**src/rtl/definitions_pkg.sv**
```systemverilog
// definitions_pkg: shared types and constants for the signed sequential divider
package definitions_pkg;
    typedef logic signed [7:0]  int8_t;
    typedef logic signed [15:0] int16_t;
    typedef logic [3:0]         cnt_t;
    typedef enum logic [1:0] {IDLE, LOAD, DIVIDE, SIGN_FIX} div_state_e;
    localparam int DIV_ITER = 16;
endpackage

```
**src/rtl/div_restore_step.sv**
```systemverilog
// div_restore_step: one restoring-division iteration on unsigned magnitudes
module div_restore_step (
    input  logic [7:0] i_rem,
    input  logic       i_bit,
    input  logic [8:0] i_dvsr,
    output logic [7:0] o_rem,
    output logic       o_q
);
    logic [8:0] shifted;
    logic [9:0] diff;
    assign shifted = {i_rem, i_bit};
    assign diff = {1'b0, shifted} - {1'b0, i_dvsr};
    assign o_q = ~diff[9];
    // remainder stays below the divisor magnitude (<=128), so 8 bits always suffice
    assign o_rem = 8'(o_q ? diff[8:0] : shifted);
endmodule

```
**src/rtl/signed_seq_divider.sv**
```systemverilog
// signed_seq_divider: int16 / int8 signed restoring divider, one quotient bit per cycle
module signed_seq_divider
    import definitions_pkg::*;
(
    input  logic       clk,
    input  logic       rst,
    input  logic       i_start,
    input  int16_t     i_dividend,
    input  int8_t      i_divisor,
    output int16_t     o_quotient,
    output int8_t      o_remainder,
    output logic       ready,
    output logic       o_div_by_zero,
    output logic       o_overflow,
    output div_state_e o_Edo_Act
);
    div_state_e  state_q, state_d;
    int16_t      dividend_q, dividend_d;
    int8_t       divisor_q, divisor_d;
    logic [15:0] work_q, work_d;
    logic [8:0]  dvsr_q, dvsr_d;
    logic [7:0]  rem_q, rem_d;
    cnt_t        cnt_q, cnt_d;
    logic        q_sign_q, q_sign_d, d_sign_q, d_sign_d, ovf_q, ovf_d;
    int16_t      quo_q, quo_d;
    int8_t       rem_out_q, rem_out_d;
    logic        dbz_q, dbz_d, ovf_out_q, ovf_out_d;
    logic [7:0]  step_rem;
    logic        step_bit;
    logic [8:0]  divisor_ext;

    assign divisor_ext = {divisor_q[7], divisor_q};

    div_restore_step u_step (
        .i_rem  (rem_q),
        .i_bit  (work_q[15]),
        .i_dvsr (dvsr_q),
        .o_rem  (step_rem),
        .o_q    (step_bit)
    );

    always_comb begin
        state_d    = state_q;
        dividend_d = dividend_q;
        divisor_d  = divisor_q;
        work_d     = work_q;
        dvsr_d     = dvsr_q;
        rem_d      = rem_q;
        cnt_d      = cnt_q;
        q_sign_d   = q_sign_q;
        d_sign_d   = d_sign_q;
        ovf_d      = ovf_q;
        quo_d      = quo_q;
        rem_out_d  = rem_out_q;
        dbz_d      = dbz_q;
        ovf_out_d  = ovf_out_q;
        case (state_q)
            IDLE: begin
                if (i_start) begin
                    dividend_d = i_dividend;
                    divisor_d  = i_divisor;
                    state_d    = LOAD;
                end
            end
            LOAD: begin
                // work register holds the dividend magnitude and collects quotient bits from the LSB
                work_d   = dividend_q[15] ? 16'(-dividend_q) : dividend_q;
                dvsr_d   = divisor_ext[8] ? -divisor_ext : divisor_ext;
                rem_d    = '0;
                cnt_d    = '0;
                q_sign_d = dividend_q[15] ^ divisor_q[7];
                d_sign_d = dividend_q[15];
                ovf_d    = (dividend_q == 16'h8000) && (divisor_q == 8'hFF);
                if (divisor_q == '0) begin
                    state_d   = IDLE;
                    quo_d     = '0;
                    rem_out_d = '0;
                    dbz_d     = 1'b1;
                    ovf_out_d = 1'b0;
                end else begin
                    state_d = DIVIDE;
                end
            end
            DIVIDE: begin
                work_d = {work_q[14:0], step_bit};
                rem_d  = step_rem;
                cnt_d  = cnt_q + 1'b1;
                if (cnt_q == cnt_t'(DIV_ITER - 1)) state_d = SIGN_FIX;
            end
            SIGN_FIX: begin
                quo_d     = q_sign_q ? -work_q : work_q;
                rem_out_d = d_sign_q ? -rem_q : rem_q;
                dbz_d     = 1'b0;
                ovf_out_d = ovf_q;
                state_d   = IDLE;
            end
            default: state_d = IDLE;
        endcase
    end

    always_ff @(posedge clk) begin
        if (rst) begin
            state_q    <= IDLE;
            dividend_q <= '0;
            divisor_q  <= '0;
            work_q     <= '0;
            dvsr_q     <= '0;
            rem_q      <= '0;
            cnt_q      <= '0;
            q_sign_q   <= 1'b0;
            d_sign_q   <= 1'b0;
            ovf_q      <= 1'b0;
            quo_q      <= '0;
            rem_out_q  <= '0;
            dbz_q      <= 1'b0;
            ovf_out_q  <= 1'b0;
        end else begin
            state_q    <= state_d;
            dividend_q <= dividend_d;
            divisor_q  <= divisor_d;
            work_q     <= work_d;
            dvsr_q     <= dvsr_d;
            rem_q      <= rem_d;
            cnt_q      <= cnt_d;
            q_sign_q   <= q_sign_d;
            d_sign_q   <= d_sign_d;
            ovf_q      <= ovf_d;
            quo_q      <= quo_d;
            rem_out_q  <= rem_out_d;
            dbz_q      <= dbz_d;
            ovf_out_q  <= ovf_out_d;
        end
    end

    assign ready         = (state_q == IDLE);
    assign o_quotient    = quo_q;
    assign o_remainder   = rem_out_q;
    assign o_div_by_zero = dbz_q;
    assign o_overflow    = ovf_out_q;
    assign o_Edo_Act     = state_q;
endmodule

```
**config.mk**
```make
export PLATFORM = sky130hd
export DESIGN_NAME = signed_seq_divider
export DESIGN_NICKNAME = d
export VERILOG_FILES = /design/src/rtl/definitions_pkg.sv /design/src/rtl/div_restore_step.sv /design/src/rtl/signed_seq_divider.sv
export SDC_FILE = /design/constraint.sdc
export NUM_CORES = 1
export LEC_CHECK = 0
export ABC_CLOCK_PERIOD_IN_PS = 3100
export CORE_AREA = 2 2 113 115
export DETAILED_ROUTE_END_ITERATION = 8
export DIE_AREA = 0 0 115 117
export PLACE_DENSITY = 0.58
export SLEW_MARGIN = 20
export SYNTH_ARGS = -nofsm -noshare
export SYNTH_HDL_FRONTEND = slang
export SYNTH_HIERARCHICAL = 1
export SYNTH_SLANG_ARGS = --single-unit
```
**constraint.sdc**
```tcl
create_clock -name clk -period 3.1 [get_ports clk]
set_input_delay 0.31 -clock clk [delete_from_list [all_inputs] [get_ports clk]]
set_output_delay 0.31 -clock clk [all_outputs]
set_load 0.01 [all_outputs]
```
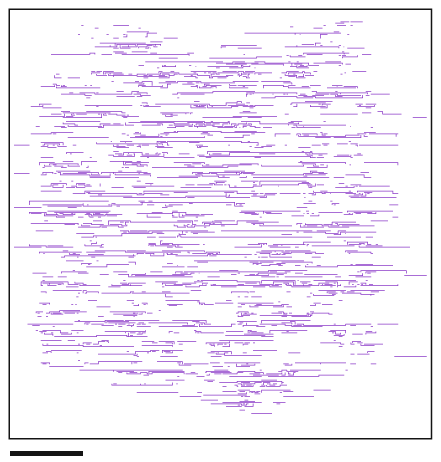
m1.png
The bar under the picture is 20 microns long.
longest straight run: 35.9 microns
share of all routed wire: 53%

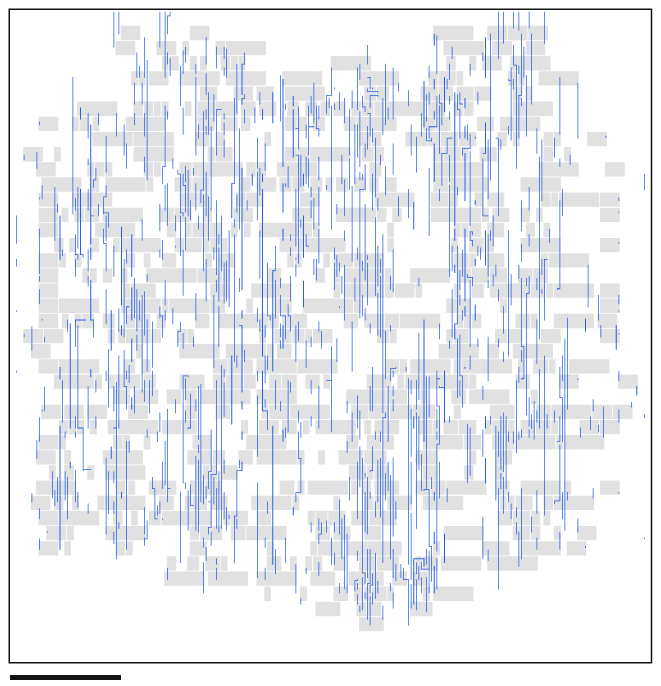
m2.png
The bar under the picture is 20 microns long.
main direction: vertical
longest straight run: 34.3 microns

==> metrics.yaml <==
layout:
  final_cells: 773
  syn_to_final_growth_pct: 19.2
  final_cell_area_sq_um: 5700
  diodes: 0
  layout.cells.most_common: "dfxtp_1"
  nNetsFinal: 669
  drive_gt1_share_pct: 5.30
  lay_top_cells: "dfxtp_1, nand2_1, clkdlybuf4s50_1, nor2_1, a21oi_1"
  final_util_pct: 46.3
  n_fill_cell: 1225
status:
  status: "finished, final reports clean"
critical_path:
  crit_arrival_ns: 2.81
  startpoint: "rem_q[2]"
  cp_data_required_time_ns: 3.30
  cp_max_fo: 8
  endpoint_kind: "register"
  start_kind: "register"
  path_class: "register to register"
  worstReg2RegStart: "rem_q[2]"
synth:
  syn_avg_cell_area_sq_um: 8.24
  seq_area_frac_synth_pct: 38.5
  topCellsByArea: "dfxtp_1, nand2_1, xor2_1"
  synthTopCellsByCount: "dfxtp_1, nand2_1, nor2_1"
  ys_warn_count: 6
  post-synth-top-area-cell: "dfxtp_1"
  syn_inst: 580
  ys_async_sr_fraction_pct: 0
  edf_count: 0
  most_common_cell: "dfxtp_1"
  syn-num-nets: 627
  syn-cell-area_sq_um: 4780
  yosys_area_sq_um: 4780
  synth.distinct_cells: 50
  ys.flop_type: "dfxtp_1"
  ys_ff: 92
  ys_cells: 580
  top_area_share_pct: 38.5
floorplanning:
  die_x_microns: 115
  io_pins: 56
  dieArea_sq_um: 13500
  core_sq_um: 12300
  fp-row-count: 41
  die_h_microns: 117
  fp_util_pct: 38.8
grt:
  grt_pass1_wl_mm: 17.5
  grt_max_degree: 45
  grt_usage_pct: 16.3
  grt_pass1_vias: 3559
  grt_antenna_before_repair: 0
  grt_overflow: 0
final_timing:
  finalSetupTns_ns: 0
  worstMarginPinSlew_ns: 0.790
  slew_headroom_pct: 47.2
  timing.hold.ws_ns: 0.448
  setup_slack_ns: 0.491
  period_minus_slack_ns: 2.61
  period_used_pct: 84.2
  fmax_mhz: 383
  setup_viol_count_final: 0
  fin_worst_skew_ns: 0.00516
  rsz0062_at_grt: "no"
  slew_violations: 0
  hold_violations: 0
cts:
  clock-sinks: 92
  clockBufferDepth: 2
  cts_setup_buffers: 0
  cts_tree: "done"
  cts-root-buf: "clkbuf_16"
  clk_pin_slew_ns: 0.06
  h-tree-depth: 3
  ctsResizeCount: 0
  ctsHoldBuffers: 0
  clk_latency_ns: 0.34
  cts_buffers: 9
route:
  drt_iter0_drc: 169
  dr.pass1.iters: 5
  viasPerCell: 5.16
  remaining_drc_errors: 0
  ant_nets: 0
  wl_per_cell_microns: 13.6
power:
  sw_frac_of_total_pct: 29.5
  p_sw_uw: 886
  pwr-share-clk_pct: 32.1
  p_seq_share_pct: 44.6
  power_mw: 3.00
  p_leak_nw: 2.13
  p_int_mw: 2.12
  vdd_drop_max_v: 0.000200
  p_per_area_nw_per_um2: 527
  p_comb_share_pct: 23.4
placed_design:
  place_ws_ns: 0.542
  place_inst: 761
  place_area_sq_um: 5450
  gp_congestion: 0.778
  port_buffers: 55
  dpl.hpwl_mm: 7.86
worst_hold_path:
  min_from: "o_remainder[7]"
  hold_class: "register to register"
flow_run:
  cap_violations: 0
  warnings: 30
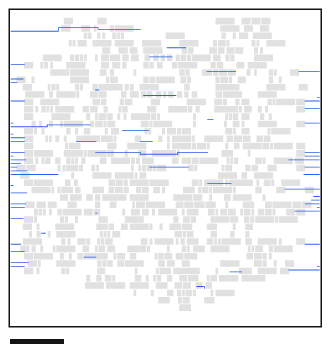
m3.png
The bar under the picture is 20 microns long.
share of all routed wire: 4.1%
main direction: horizontal
nets with wire on the layer: 53
total vias in the final route: 3990
total wire length: 10.5 mm
M3 GR Usage: 3.24%

-- logic make-up after synthesis --
logic type / share of synthesized area [%]
DFF: 38.5
xor gates and xnor gates: 7.88
adders and majority gates: 5.39
muxes: 4.32
and+or+nand+nor: 19.8
AOI/OAI and AO/OA: 19.5
buffers and inverters: 4.58
-- state kept, by name, summed over array words and instances, names as in the netlist, 4 cells and up, named ones only --
name / cells
dividend_q: 16
o_quotient: 16
cnt_q: 4
rem_q: 8
o_remainder: 8
work_q: 16
dvsr_q: 9
divisor_q: 8
-- worst max-delay path: stages, from the launching register on --
cell and delay, ns:
dfxtp_1 0.47, ha_1 0.34, a21oi_2 0.20, nor2b_4 0.05
a311o_2 0.41, a41oi_4 0.41, mux2_2 0.39, a22oi_1 0.14
nor2_1 0.05
-- path summary, 6_finish.rpt --
path	end	cells past startpoint	slack, ns
min reg2reg	o_remainder[7]	2	0.45
max	rem_q[6]	8	0.49
max reg2reg	rem_q[6]	8	0.49
min	o_remainder[7]	2	0.45
-- area by class of cell --
class,instances,area [sq um],share of cell area [%]
clock buffers,12,246,4.32
inverters,26,97.6,1.71
repair buffers,63,606,10.6
flip-flops and latches,92,1840,32.3
well taps,150,188,3.29
multi-input cells,430,2720,47.7
-- power by group through the flow --
| stage | registers [mW] | clock network [mW] | logic, mW |
|---|---|---|---|
| global placement | 1.36 | 0 | 0.690 |
| detailed placement | 1.37 | 0 | 0.703 |
| floorplan | 1.33 | 0 | 0.546 |
| finish | 1.34 | 0.963 | 0.702 |
| CTS | 1.34 | 0.998 | 0.709 |
| global route | 1.35 | 1.05 | 0.782 |
-- metal layers --
metal  wire [microns]  global-route usage (%)
met1             5540                    22.8
met2             4400                    24.9
met3              434                    3.24
met4              159                    6.02
met5                0                       0
No activity file was given, so power comes from the tool's default toggle rates.
